==> config.mk <==
export PLATFORM = sky130hd
export DESIGN_NAME = uart_rx_core
export DESIGN_NICKNAME = d
export VERILOG_FILES = /design/src/rtl/uart_rx_core.sv
export SDC_FILE = /design/constraint.sdc
export NUM_CORES = 1
export LEC_CHECK = 0
export ABC_AREA = 1
export CAP_MARGIN = 20
export CORE_UTILIZATION = 45
export CTS_CLUSTER_DIAMETER = 120
export DETAILED_ROUTE_END_ITERATION = 8
export PLACE_DENSITY = 0.65
export SYNTH_ARGS = -nofsm -noshare
export SYNTH_HDL_FRONTEND = slang
export SYNTH_SLANG_ARGS = --single-unit
==> constraint.sdc <==
create_clock -name clock -period 2.2 [get_ports clock]
set_clock_uncertainty 0.05 [all_clocks]
set_input_delay 0.44 -clock clock [delete_from_list [all_inputs] [get_ports clock]]
set_output_delay 0.44 -clock clock [all_outputs]
set_load 0.01 [all_outputs]
I/O pins on the die edge:
Drawn at 4 px/um. Pins as bars across the die edge, other pins in gray.
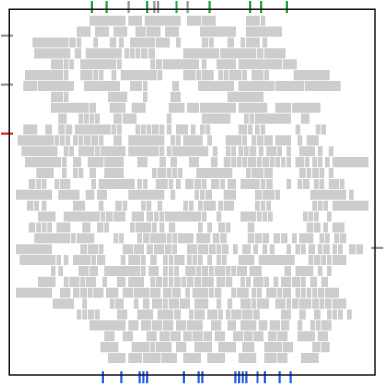
Red is busy, pins 1, direction output, edge left. Blue is clock_divider, pins 16, direction input, edge bottom. Green is data_out, pins 8, direction output, edge top.
All pins by edge: 16 bottom, 12 top, 3 left, 1 right.
IO buf count: 31
Chip Height: 91.1 um
DIE WIDTH: 91.1 um

Cell sizes after repair:
Drawn at 4 px/um.
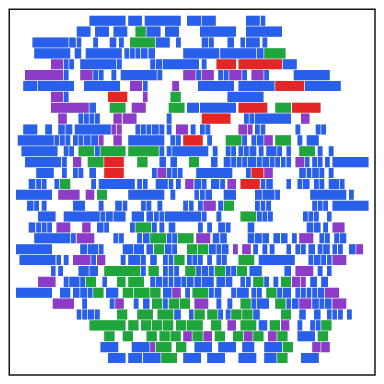
Blue is _0 and _1 cells, cells 438, share 73%, most used nand2_1. Green is _3 and _4 cells, cells 84, share 14%, most used buf_4. Red is _6 and larger, cells 12, share 2.0%, most used clkbuf_8. Purple is _2 cells, cells 66, share 11%, most used nor2_2.
Finished Cell Area: 4620 um^2
fin worst setup slack: 133 ps

Wiring by layer:
Drawn at 4 px/um. Only two layers are drawn.
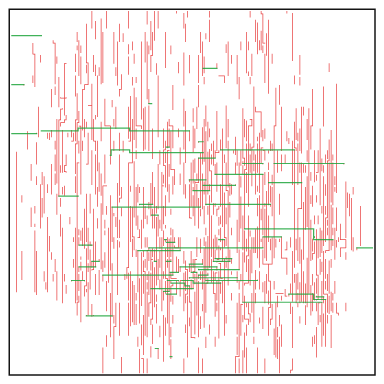
Green is metal 3, wire length 457 um. Red is metal 2, wire length 4640 um.
WL final: 9490 um
vias: 3587
Tot GR Track Use: 0.238

I/O nets highlighted:
Drawn at 3 px/um.
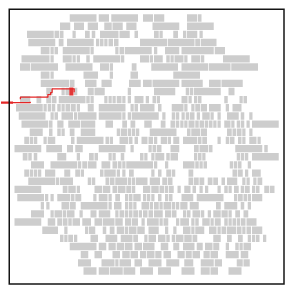
Red is busy, bits 1, direction output, end cells 1, buffers 1, wire 28.7 um.
boundary pin count: 32

==> flow_metrics.py <==
# Generated from Yosys and OpenROAD reports
metrics = {
    "placed_design": {
        "place_ws_ps": -531,
        "placed_cells": 682,
        "dp_hpwl_um": 7140,
        "gp_congestion": 0.917,
    },
    "cts": {
        "path_clk_slew_ps": 90,
        "holdBufCountCts": 0,
        "numCtsBuffers": 5,
        "cts.sinks": 43,
        "clk_path_buf_depth": 2,
        "root_buffer": "clkbuf_8",
        "cts_tree": "built",
        "clock.latency.late_pin_ps": 300,
        "htreeDepth": 2,
    },
    "drt": {
        "detail-route-antenna-nets": 0,
        "drt_pass1_iterations": 6,
        "drc": 0,
        "wl_per_cell_um": 13.5,
        "vias_per_cell": 5.11,
        "drtIter0Drc": 330,
    },
    "final_timing": {
        "finalCritPeriodShare": 0.939,
        "fmax_mhz": 484,
        "fin_crit_ps": 2070,
        "finalSetupViolCount": 0,
        "finalMaxSlewViolations": 0,
        "whs_ps": 30.7,
        "finalHoldViolCount": 0,
        "tightest_slew_ps": 497,
        "max-slew-margin-rel": 0.669,
    },
    "setup_path": {
        "critical_path.max_fanout": 9,
        "r2r_cells": 13,
        "cp.required_ps": 2350,
        "end_kind": "flop",
        "crit_type": "flop to flop",
        "arrival_ps": 2220,
        "r2r_slack_ps": 130,
        "cp-start-kind": "flop",
    },
    "run": {
        "tool_warnings": 26,
        "cap_violations": 0,
    },
    "synth": {
        "synthDistinctLibCells": 45,
        "yosysTopAreaCell": "dfrtp_1",
        "syn_inst": 514,
        "flop_cell": "dfrtp_1",
        "ys_warn_count": 0,
        "ys_seq_elements": 43,
        "ys_cells": 514,
        "ys_seq_share": 0.302,
        "syn-cell-area_um2": 3570,
        "synth-edff-count": 0,
        "top_cells_by_area": "dfrtp_1 (29%), nand2_1 (15%), nor2_1 (6.6%), nand3_1 (6.4%), inv_1 (6.3%)",
        "async_reset_ff_frac": 1.00,
        "syn_area_per_cell_um2": 6.95,
        "syn_nets": 539,
        "yosys_area_um2": 3570,
        "synth_top_area_share": 0.287,
    },
    "pwr": {
        "leakagePower_nw": 2.43,
        "irDropWorstVdd_uv": 691,
        "total_power_mw": 3.94,
        "power_density_nw_per_um2": 853,
    },
    "die": {
        "die_area_um2": 8300,
        "num_rows": 32,
        "initial_utilization": 0.465,
        "core_area_um2": 7690,
    },
    "hold_path": {
        "worstHoldPathType": "input pin to async pin",
    },
    "global_route": {
        "grt_overflow": 0,
        "antenna_found_initial": 0,
        "grt_pass1_vias": 3452,
        "grt_pass1_wl_um": 15800,
        "grt_max_degree": 26,
    },
    "layout": {
        "fin_cells": 702,
        "drive_gt1_frac": 0.270,
        "fillers": 706,
        "finish.utilization": 0.601,
        "lay_top_count": "nand2_1",
        "diodes": 0,
        "final_layout_top_logic_cells": "nand2_1 (138), inv_1 (57), nor2_1 (57)",
        "syn2layout_area_growth_pct": 29.4,
        "nets": 624,
        "largest_reg_flops": 16,
    },
    "run_status": {
        "status": "finished clean",
    },
}
[critical path: stages (launching register included)]
cell     delay (ps)
dfrtp_1         410
inv_1           140
ha_2            250
nand2_4         110
inv_2            80
nand2_2          90
nor2_4          140
nand2_2         100
nor2_8          190
nand3_1         130
nand2_1          80
inv_1            40
nor2_1          100
nor2_1           50
[kinds of logic (layout without fill, tap and decap cells)]
kind of cell,count (synthesis),count (layout),share of synthesized area
compound gates,59,59,0.108
xor+xnor,13,13,0.0319
fa+ha+maj,5,5,0.0175
buf+inv,77,163,0.0974
flops,43,43,0.302
mux,1,1,0.00420
simple gates,316,316,0.439
[power by group]
group | switching [mW] | internal [mW] | total (mW)
sequential | 0.223 | 0.966 | 1.19
combinational | 1.31 | 0.770 | 2.08
clock | 0.294 | 0.374 | 0.667
[cell type report]
type,count,area (um^2),area share
inverter,68,259,0.0561
sequential,43,1080,0.233
timing repair buffer,87,764,0.165
multi-input combinational,394,2270,0.491
clock buffer,6,82.6,0.0179
clock inverter,2,38.8,0.00840
tap,102,128,0.0276
[metrics by stage]
stage               cell area [um^2]  setup TNS, ps
floorplan                       3570              0
global placement                4260          -5030
detailed placement              4260          -6150
CTS                             4520              0
global route                    4620          -11.9
finish                          4620              0
[per-layer routing]
metal / wire, um / share of wire / GRT usage / up-vias
met3: 457 / 0.048 / 0.0310 / 19
met2: 4640 / 0.49 / 0.405 / 105
met4: 180 / 0.019 / 0.0661 / 0
met1: 4210 / 0.44 / 0.318 / 1660
met5: 0 / 0 / 0 / -
li1: - / - / - / 1803
[timing repair]
item                                    4_1_cts  5_1_grt
resized                                      24       27
gates cloned                                  0        0
endpoints found under the setup margin       13       14
buffers inserted                              8        4
pin swaps                                    10       18
[cells in the mapped netlist, drive strengths merged, types with 2 or more instances]
master	count
nand2	161
nor2	85
inv	66
nand3	56
dfrtp	41
o21ai	33
a21oi	15
xor2	10
buf	9
nand4	6
ha	5
o211ai	4
nor3	3
xnor2	3
a22oi	2
clkinv	2
dfstp	2
nand3b	2
or2	2
Power and IR drop assume default switching activity.
